Cell outlines without signal wires:
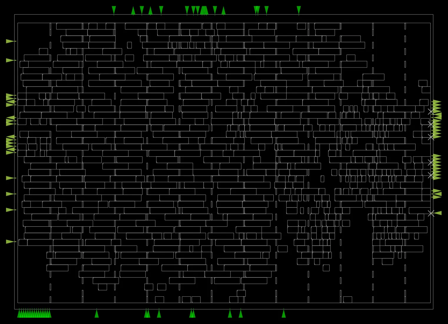
Cells colored by class:
Fill, decap, tap and diode cells in gray.
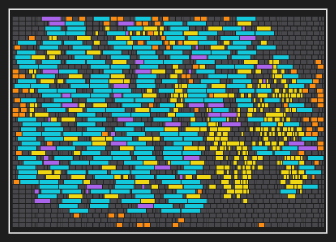
Sizing map:
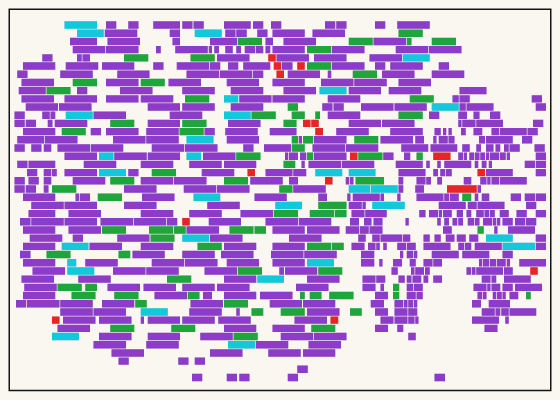
Metal layers overlaid:
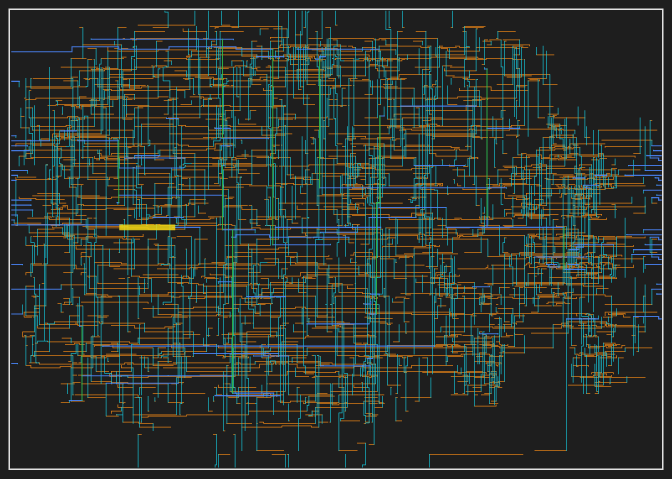
===== src/rtl/pixel_fb_writer_pkg.sv =====
`default_nettype none
// ============================================================================
// Module      : pixel_fb_writer_pkg
// Description : Shared types and default framebuffer geometry for the pixel
//               write path (tile drawer, framebuffer writer, VGA output).
// Revision    : 1.0 - initial release
// ============================================================================
package pixel_fb_writer_pkg;

  // Default framebuffer geometry, shared with the tile drawer and VGA output
  localparam int DEF_FB_WIDTH   = 160;
  localparam int DEF_FB_HEIGHT  = 120;
  localparam int DEF_COLOR_BITS = 9;
  localparam int DEF_ADDR_W     = 15;

  // Writer FSM states
  typedef enum logic [1:0] {
    ST_IDLE  = 2'd0,
    ST_WRITE = 2'd1,
    ST_CLEAR = 2'd2
  } fb_state_e;

  // One pixel as delivered by the tile drawer
  typedef struct packed {
    logic [7:0]  x;
    logic [7:0]  y;
    logic [23:0] rgb;
  } pixel_t;

endpackage : pixel_fb_writer_pkg
`default_nettype wire


===== src/rtl/pixel_fb_writer_if.sv =====
`default_nettype none
// ============================================================================
// Module      : pixel_fb_writer_if
// Description : Framebuffer RAM write port (we/ready handshake).
//               The writer drives the request side, the RAM drives ready.
// Revision    : 1.0 - initial release
// ============================================================================
interface pixel_fb_writer_if #(
  parameter int ADDR_W     = 15,
  parameter int COLOR_BITS = 9
) ();

  logic                  fb_we;
  logic [ADDR_W-1:0]     fb_addr;
  logic [COLOR_BITS-1:0] fb_data;
  logic                  fb_ready;

  modport master (
    output fb_we,
    output fb_addr,
    output fb_data,
    input  fb_ready
  );

  modport slave (
    input  fb_we,
    input  fb_addr,
    input  fb_data,
    output fb_ready
  );

endinterface : pixel_fb_writer_if
`default_nettype wire


===== src/rtl/pixel_fb_writer_fifo.sv =====
`default_nettype none
// ============================================================================
// Module      : pixel_fifo
// Description : Synchronous FIFO, parameterised width and power-of-2 depth.
//               A push while full is accepted when a pop happens on the
//               same edge. Pops on an empty FIFO are ignored.
// Revision    : 1.0 - initial release
// ============================================================================
module pixel_fifo #(
  parameter int WIDTH = 40,
  parameter int DEPTH = 8
) (
  input  wire logic                       clk,
  input  wire logic                       resetn,
  input  wire logic                       push,
  input  wire logic [WIDTH-1:0]           push_data,
  input  wire logic                       pop,
  output      logic [WIDTH-1:0]           pop_data,
  output      logic                       full,
  output      logic                       empty,
  output      logic [$clog2(DEPTH+1)-1:0] count
);

  localparam int PTR_W = $clog2(DEPTH);
  localparam int CNT_W = $clog2(DEPTH + 1);

  logic [WIDTH-1:0] mem_q [DEPTH];
  logic [PTR_W-1:0] wr_ptr_q, wr_ptr_d;
  logic [PTR_W-1:0] rd_ptr_q, rd_ptr_d;
  logic [CNT_W-1:0] count_q, count_d;
  logic             do_push;
  logic             do_pop;

  assign full     = (count_q == CNT_W'(DEPTH));
  assign empty    = (count_q == '0);
  assign count    = count_q;
  assign pop_data = mem_q[rd_ptr_q];
  assign do_pop   = pop && !empty;
  assign do_push  = push && (!full || do_pop);

  // Pointer and occupancy update
  always_comb begin
    wr_ptr_d = wr_ptr_q;
    rd_ptr_d = rd_ptr_q;
    count_d  = count_q;
    if (do_push) wr_ptr_d = wr_ptr_q + PTR_W'(1);
    if (do_pop)  rd_ptr_d = rd_ptr_q + PTR_W'(1);
    case ({do_push, do_pop})
      2'b10:   count_d = count_q + CNT_W'(1);
      2'b01:   count_d = count_q - CNT_W'(1);
      default: count_d = count_q;
    endcase
  end

  // Control registers, cleared by the asynchronous reset
  always_ff @(posedge clk or negedge resetn) begin
    if (!resetn) begin
      wr_ptr_q <= '0;
      rd_ptr_q <= '0;
      count_q  <= '0;
    end else begin
      wr_ptr_q <= wr_ptr_d;
      rd_ptr_q <= rd_ptr_d;
      count_q  <= count_d;
    end
  end

  // Storage array; contents are don't-care until written, so no reset
  always_ff @(posedge clk) begin
    if (do_push) mem_q[wr_ptr_q] <= push_data;
  end

endmodule : pixel_fifo
`default_nettype wire


===== src/rtl/pixel_fb_writer.sv =====
`default_nettype none
// ============================================================================
// Module      : pixel_fb_writer
// Description : Buffers the tile drawer's pixel stream, converts (x, y) to a
//               linear framebuffer address, reduces RGB888 to the framebuffer
//               colour depth and writes it over a we/ready handshake. Also
//               fills the whole screen with a background colour on request.
// Revision    : 1.0 - initial release
// ============================================================================
module pixel_fb_writer
  import pixel_fb_writer_pkg::*;
#(
  parameter int FB_WIDTH   = DEF_FB_WIDTH,
  parameter int FB_HEIGHT  = DEF_FB_HEIGHT,
  parameter int ADDR_W     = DEF_ADDR_W,
  parameter int FIFO_DEPTH = 8,
  parameter int COLOR_BITS = DEF_COLOR_BITS
) (
  input  wire logic                  clk,
  input  wire logic                  resetn,
  input  wire logic                  pix_valid,
  input  wire logic [7:0]            pix_x,
  input  wire logic [7:0]            pix_y,
  input  wire logic [23:0]           pix_rgb,
  input  wire logic                  clear_req,
  input  wire logic [COLOR_BITS-1:0] bg_color,
  input  wire logic                  clear_err,
  pixel_fb_writer_if.master          fb,
  output      logic                  busy,
  output      logic                  clear_done,
  output      logic                  err_overflow,
  output      logic                  err_oob
);

  localparam int                CH_BITS   = COLOR_BITS / 3;
  localparam int                FIFO_CW   = $clog2(FIFO_DEPTH + 1);
  localparam logic [ADDR_W-1:0] LAST_ADDR = ADDR_W'(FB_WIDTH * FB_HEIGHT - 1);
  localparam logic [8:0]        WIDTH_9   = 9'(FB_WIDTH);
  localparam logic [8:0]        HEIGHT_9  = 9'(FB_HEIGHT);

  fb_state_e             state_q, state_d;
  logic                  fb_we_q, fb_we_d;
  logic [ADDR_W-1:0]     fb_addr_q, fb_addr_d;
  logic [COLOR_BITS-1:0] fb_data_q, fb_data_d;
  logic                  clear_pending_q, clear_pending_d;
  logic                  clear_done_q, clear_done_d;
  logic                  err_overflow_q, err_overflow_d;
  logic                  err_oob_q, err_oob_d;

  pixel_t                pix_in;
  pixel_t                head;
  logic                  in_range;
  logic                  fifo_push;
  logic                  fifo_pop;
  logic                  fifo_full;
  logic                  fifo_empty;
  logic [FIFO_CW-1:0]    fifo_count;
  logic                  write_done;
  logic                  start_next;
  logic [ADDR_W-1:0]     head_addr;
  logic [COLOR_BITS-1:0] head_color;

  // ---------------------------------------------------------------- input side
  assign pix_in    = '{x: pix_x, y: pix_y, rgb: pix_rgb};
  assign in_range  = ({1'b0, pix_x} < WIDTH_9) && ({1'b0, pix_y} < HEIGHT_9);
  // A full FIFO can still take the pixel if the FSM pops on this same edge
  assign fifo_push = pix_valid && in_range && (!fifo_full || fifo_pop);

  pixel_fifo #(
    .WIDTH ($bits(pixel_t)),
    .DEPTH (FIFO_DEPTH)
  ) u_fifo (
    .clk       (clk),
    .resetn    (resetn),
    .push      (fifo_push),
    .push_data (pix_in),
    .pop       (fifo_pop),
    .pop_data  (head),
    .full      (fifo_full),
    .empty     (fifo_empty),
    .count     (fifo_count)
  );

  // --------------------------------------------- address and colour from head
  assign head_addr  = ADDR_W'(head.y) * ADDR_W'(FB_WIDTH) + ADDR_W'(head.x);
  assign head_color = {head.rgb[23 -: CH_BITS], head.rgb[15 -: CH_BITS],
                       head.rgb[7 -: CH_BITS]};

  assign write_done = fb_we_q && fb.fb_ready;

  // Next-state logic: clear beats the FIFO whenever a new write can be issued
  always_comb begin
    state_d         = state_q;
    fb_we_d         = fb_we_q;
    fb_addr_d       = fb_addr_q;
    fb_data_d       = fb_data_q;
    clear_pending_d = clear_pending_q;
    clear_done_d    = 1'b0;
    fifo_pop        = 1'b0;
    start_next      = 1'b0;

    case (state_q)
      ST_IDLE:  start_next = 1'b1;
      ST_WRITE: start_next = write_done;
      ST_CLEAR: begin
        if (write_done) begin
          if (fb_addr_q == LAST_ADDR) begin
            fb_we_d      = 1'b0;
            clear_done_d = 1'b1;
            state_d      = ST_IDLE;
          end else begin
            fb_addr_d = fb_addr_q + ADDR_W'(1);
            fb_data_d = bg_color;
          end
        end
      end
      default:  state_d = ST_IDLE;
    endcase

    // Issuing from WRITE on completion keeps fb_we high for 1 pixel/clk
    if (start_next) begin
      if (clear_pending_q) begin
        clear_pending_d = 1'b0;
        fb_we_d         = 1'b1;
        fb_addr_d       = '0;
        fb_data_d       = bg_color;
        state_d         = ST_CLEAR;
      end else if (!fifo_empty) begin
        fifo_pop  = 1'b1;
        fb_we_d   = 1'b1;
        fb_addr_d = head_addr;
        fb_data_d = head_color;
        state_d   = ST_WRITE;
      end else begin
        fb_we_d = 1'b0;
        state_d = ST_IDLE;
      end
    end

    // A request during a clear or with one already queued is dropped
    if (clear_req && (state_q != ST_CLEAR) && !clear_pending_q) begin
      clear_pending_d = 1'b1;
    end
  end

  // Sticky error flags: a new event wins over a simultaneous clear_err
  always_comb begin
    err_overflow_d = (pix_valid && in_range && fifo_full && !fifo_pop) ||
                     (err_overflow_q && !clear_err);
    err_oob_d      = (pix_valid && !in_range) || (err_oob_q && !clear_err);
  end

  // State register with asynchronous active-low reset
  always_ff @(posedge clk or negedge resetn) begin
    if (!resetn) begin
      state_q         <= ST_IDLE;
      fb_we_q         <= 1'b0;
      fb_addr_q       <= '0;
      fb_data_q       <= '0;
      clear_pending_q <= 1'b0;
      clear_done_q    <= 1'b0;
      err_overflow_q  <= 1'b0;
      err_oob_q       <= 1'b0;
    end else begin
      state_q         <= state_d;
      fb_we_q         <= fb_we_d;
      fb_addr_q       <= fb_addr_d;
      fb_data_q       <= fb_data_d;
      clear_pending_q <= clear_pending_d;
      clear_done_q    <= clear_done_d;
      err_overflow_q  <= err_overflow_d;
      err_oob_q       <= err_oob_d;
    end
  end

  // ------------------------------------------------------------------ outputs
  assign fb.fb_we     = fb_we_q;
  assign fb.fb_addr   = fb_addr_q;
  assign fb.fb_data   = fb_data_q;
  assign busy         = (state_q != ST_IDLE) || !fifo_empty || clear_pending_q;
  assign clear_done   = clear_done_q;
  assign err_overflow = err_overflow_q;
  assign err_oob      = err_oob_q;

endmodule : pixel_fb_writer
`default_nettype wire


===== src/flat_wrapper.sv =====
// flat-port wrapper written by rule: the top's interface ports become plain ports
module pixel_fb_writer_flat import pixel_fb_writer_pkg::*;
#(
  parameter int FB_WIDTH   = DEF_FB_WIDTH,
  parameter int FB_HEIGHT  = DEF_FB_HEIGHT,
  parameter int ADDR_W     = DEF_ADDR_W,
  parameter int FIFO_DEPTH = 8,
  parameter int COLOR_BITS = DEF_COLOR_BITS
)
  (clk, resetn, pix_valid, pix_x, pix_y, pix_rgb, clear_req, bg_color, clear_err, busy, clear_done, err_overflow, err_oob, fb_fb_we, fb_fb_addr, fb_fb_data, fb_fb_ready);
  pixel_fb_writer_if #(.ADDR_W(ADDR_W), .COLOR_BITS(COLOR_BITS)) fb_i ();
  input  wire logic clk;
  input  wire logic resetn;
  input  wire logic pix_valid;
  input  wire logic [7:0] pix_x;
  input  wire logic [7:0] pix_y;
  input  wire logic [23:0] pix_rgb;
  input  wire logic clear_req;
  input  wire logic [COLOR_BITS-1:0] bg_color;
  input  wire logic clear_err;
  output      logic busy;
  output      logic clear_done;
  output      logic err_overflow;
  output      logic err_oob;
  output wire logic [$bits(fb_i.fb_we)-1:0] fb_fb_we;
  output wire logic [$bits(fb_i.fb_addr)-1:0] fb_fb_addr;
  output wire logic [$bits(fb_i.fb_data)-1:0] fb_fb_data;
  input wire logic [$bits(fb_i.fb_ready)-1:0] fb_fb_ready;
  assign fb_fb_we = fb_i.fb_we;
  assign fb_fb_addr = fb_i.fb_addr;
  assign fb_fb_data = fb_i.fb_data;
  assign fb_i.fb_ready = fb_fb_ready;
  pixel_fb_writer #(.FB_WIDTH(FB_WIDTH), .FB_HEIGHT(FB_HEIGHT), .ADDR_W(ADDR_W), .FIFO_DEPTH(FIFO_DEPTH), .COLOR_BITS(COLOR_BITS)) u_core (.clk(clk), .resetn(resetn), .pix_valid(pix_valid), .pix_x(pix_x), .pix_y(pix_y), .pix_rgb(pix_rgb), .clear_req(clear_req), .bg_color(bg_color), .clear_err(clear_err), .fb(fb_i), .busy(busy), .clear_done(clear_done), .err_overflow(err_overflow), .err_oob(err_oob));
endmodule

===== config.mk =====
export PLATFORM = sky130hd
export DESIGN_NAME = pixel_fb_writer_flat
export DESIGN_NICKNAME = d
export VERILOG_FILES = /design/src/rtl/pixel_fb_writer_pkg.sv /design/src/rtl/pixel_fb_writer_if.sv /design/src/rtl/pixel_fb_writer_fifo.sv /design/src/rtl/pixel_fb_writer.sv /design/src/flat_wrapper.sv
export SDC_FILE = /design/constraint.sdc
export NUM_CORES = 1
export LEC_CHECK = 0
export CORE_ASPECT_RATIO = 0.7
export CORE_UTILIZATION = 46
export CTS_CLUSTER_DIAMETER = 150
export DETAILED_ROUTE_END_ITERATION = 8
export HOLD_SLACK_MARGIN = 0.08
export PLACE_DENSITY = 0.66
export SLEW_MARGIN = 20
export SYNTH_ARGS = -nofsm -noshare
export SYNTH_HDL_FRONTEND = slang
export SYNTH_SLANG_ARGS = --single-unit
export TNS_END_PERCENT = 50

===== constraint.sdc =====
create_clock -name clk -period 11.58 [get_ports clk]
set_input_delay 2.316 -clock clk [delete_from_list [all_inputs] [get_ports clk]]
set_output_delay 2.316 -clock clk [all_outputs]
set_load 0.05 [all_outputs]

==> flow_summary.toml <==
# generated from flow reports
[pwr]
p_clk_mw = 0.774
ir_worst_vdd_uv = 102.0
p_int_mw = 1.505
pg_seq_mw = 1.01
pwr-share-comb_pct = 7.3
p_sw_share_pct = 21.91
clockPowerShare_pct = 40.1
power_leader = "registers"
p_total_mw = 1.927
seq_power_share_pct = 52.5
p_leak_nw = 3.993
p_sw_mw = 0.4223
p_per_area_mw_per_mm2 = 161.1
p_comb_mw = 0.141

[cells_and_area]
layout_top_cell = "edfxtp_1"
nonClkBufAreaFrac_pct = 6.464
final_cell_mix = "edfxtp_1, clkdlybuf4s50_1, mux4_2, dfrtp_1, clkbuf_16"
fin_nets = 726
logic_area_mm2 = 0.002984
num_antenna_cells = 0
comb_share_pct = 24.95
instances_no_fill = 940
regMostFlops = "u_core.u_fifo.mem_q"
drive_above_1_share_pct = 19.43
logic_gates = 290
inverters = 10
flop_area_mm2 = 0.007034
largest_class = "registers"
nClkBuffers = 31
clk_share_pct = 6.589
largest_register_ffs = 200

[setup_path]
slowest_delay_ps = 630
crit_chain = "clkdlybuf4s50_1, a41oi_1, nand3_1, a31oi_1, nand2_1, nor3b_2, buf_4"
crit_end = "u_core.u_fifo.mem_q[5][39]"
endpoint_kind = "flop"
critPathTopFamily = "AND-OR/OR-AND gates"
worstSetupPathType = "input port to flop"
crit_slowest_cell = "nor3b_2"
required_ps = 11750
regToRegSetupSlack_ps = 7100
startpoint_type = "input port"
critPathMaxFanout = 19
timing.rr.end = "u_core.fb.fb_addr[14]"
ff2ff_path_depth = 13
cp_num_buf_inv = 2
r2r-start = "u_core.u_fifo.rd_ptr_q[0]"
arrival_ps = 5680
crit_start = "pix_y[3]"
crit_cells = 7

[clock_network]
postCtsHoldBufs = 0
cts_root_buf = "clkbuf_16"
h-tree-depth = 1
cts.sinks = 241
cts_setup_buffers = 0
clock_latency_ps = 520
clkTransAtPathRegs_ps = 60
cts_tree = "yes"
cts_buffer_depth = 3
numCtsBuffers = 23
postCtsResizedCells = 0

[global_route]
grt_pass1_wl_um = 31770
overflow = 0
gr-usage-met1_pct = 27.98
met2_usage_pct = 29.00
gr-usage-met3_pct = 3.865
antenna_found_initial = 1
grt_busiest_layer = "met2"
grt_max_degree = 48
grt_pass1_vias = 5608

[placement]
dp_cells = 898
hpwl_um = 12480
dpl_cell_area_mm2 = 0.01117
pre_cts_ws_ps = 5473
io_buffers = 68
gp_congestion = 0.8216

[run_status]
violations = "DRC"
status = "complete, but fails checks"

[min_path]
hold_path_class = "flop to flop"
hp-start = "u_core.u_fifo.wr_ptr_q[2]"
hold_end = "u_core.u_fifo.wr_ptr_q[2]"
whs_path_depth = 1

[timing]
fmax_ghz = 0.1814
hold-worst-slack_ps = 508.6
drv_slew = 0
fin_crit_sh_pct = 47.60
fin_crit_ps = 5512
skew_ps = 18.94
setup_tns_ps = 0
worst_slew_pin_slew_ps = 955.6
grt_setup_unrepaired = "no"
finalSetupViolCount = 0
hold_viol = 0
slew_headroom_pct = 36.29

[run]
warnings = 41
drv_cap = 0

[route]
wl_met3_um = 1085
ant_nets = 0
first_pass_iters = 7
top_layer = "met5"
drt-initial-drc-count = 461
post_drt_via_cell_ratio = 5.769
wirelength_met1_um = 9500
wl_met2_um = 9103
drc = 12

[synthesis]
ys_ff = 241
fa_ha_area_share_pct = 3.193
syn_area_mm2 = 0.01011
top_cell = "edfxtp_1"
top_area_share_pct = 59.41
ys_top_cells_by_area = "edfxtp_1, mux4_2, dfrtp_1"
ys_sh_simple_pct = 4.604
syn_avg_cell_area_um2 = 18.02
top_area_cell = "edfxtp_1"
synth_seq_share_pct = 69.55
syn_nets = 640
synth_cells = 561
xor_area_share_pct = 2.686
synthTopCellsByCount = "edfxtp_1, mux4_2, dfrtp_1"
ys_cells = 561
mux_area_share_pct = 14.06
logic_family = "multiplexers"
synth.distinct_cells = 53
ys_area_mm2 = 0.01011
ff_type = "edfxtp_1"
yosysWarnings = 0
edf_count = 200
ys_sh_aoi_pct = 4.629
synth_async_sr_flop_share_pct = 17.01

[floorplanning]
fp_util_pct = 47.82
ios = 84
die-height_um = 126.0
die_area_mm2 = 0.02258
die_x_um = 179.2
Notes on 'cell outlines without signal wires' above:
Flops: 241
row cnt: 44
sequential share of cell area: 58.80%
Filler Cell Count: 1674
Taps Inserted: 276

Notes on 'cells colored by class' above:
Key: purple = clock drivers and dummy loads [cells 42, share of their area 6.8%]; yellow = combinational and other logic [cells 300, share of their area 26%]; cyan = flops [cells 241, share of their area 61%]; orange = other buffers and delay cells [cells 81, share of their area 6.7%]
post-layout util: 56.59%
core area: 0.02114 mm2
final std cell area, no fill: 0.01196 mm2

Notes on 'sizing map' above:
Key: cyan = _6 and larger [cells 31, share 4.7%]; green = _2 cells [cells 81, share 12%]; purple = _0 and _1 cells [cells 535, share 81%]; red = _3 and _4 cells [cells 17, share 2.6%]
Signal buffers: 81
Area Growth Syn to Fin: 18.33%
setup ws final: 6068 ps

Notes on 'metal layers overlaid' above:
Key: orange = metal 1 [wire length 9500 um]; blue = metal 3 [wire length 1090 um]; cyan = metal 2 [wire length 9100 um]; yellow = metal 5 [wire length 13.8 um]; green = metal 4 [wire length 325 um]
final WL: 20030 um
via count: 5423
drt wl/cell: 21.31 um
All-Layer GR Usage: 18.82%

No activity file was given, so power comes from the tool's default toggle rates.
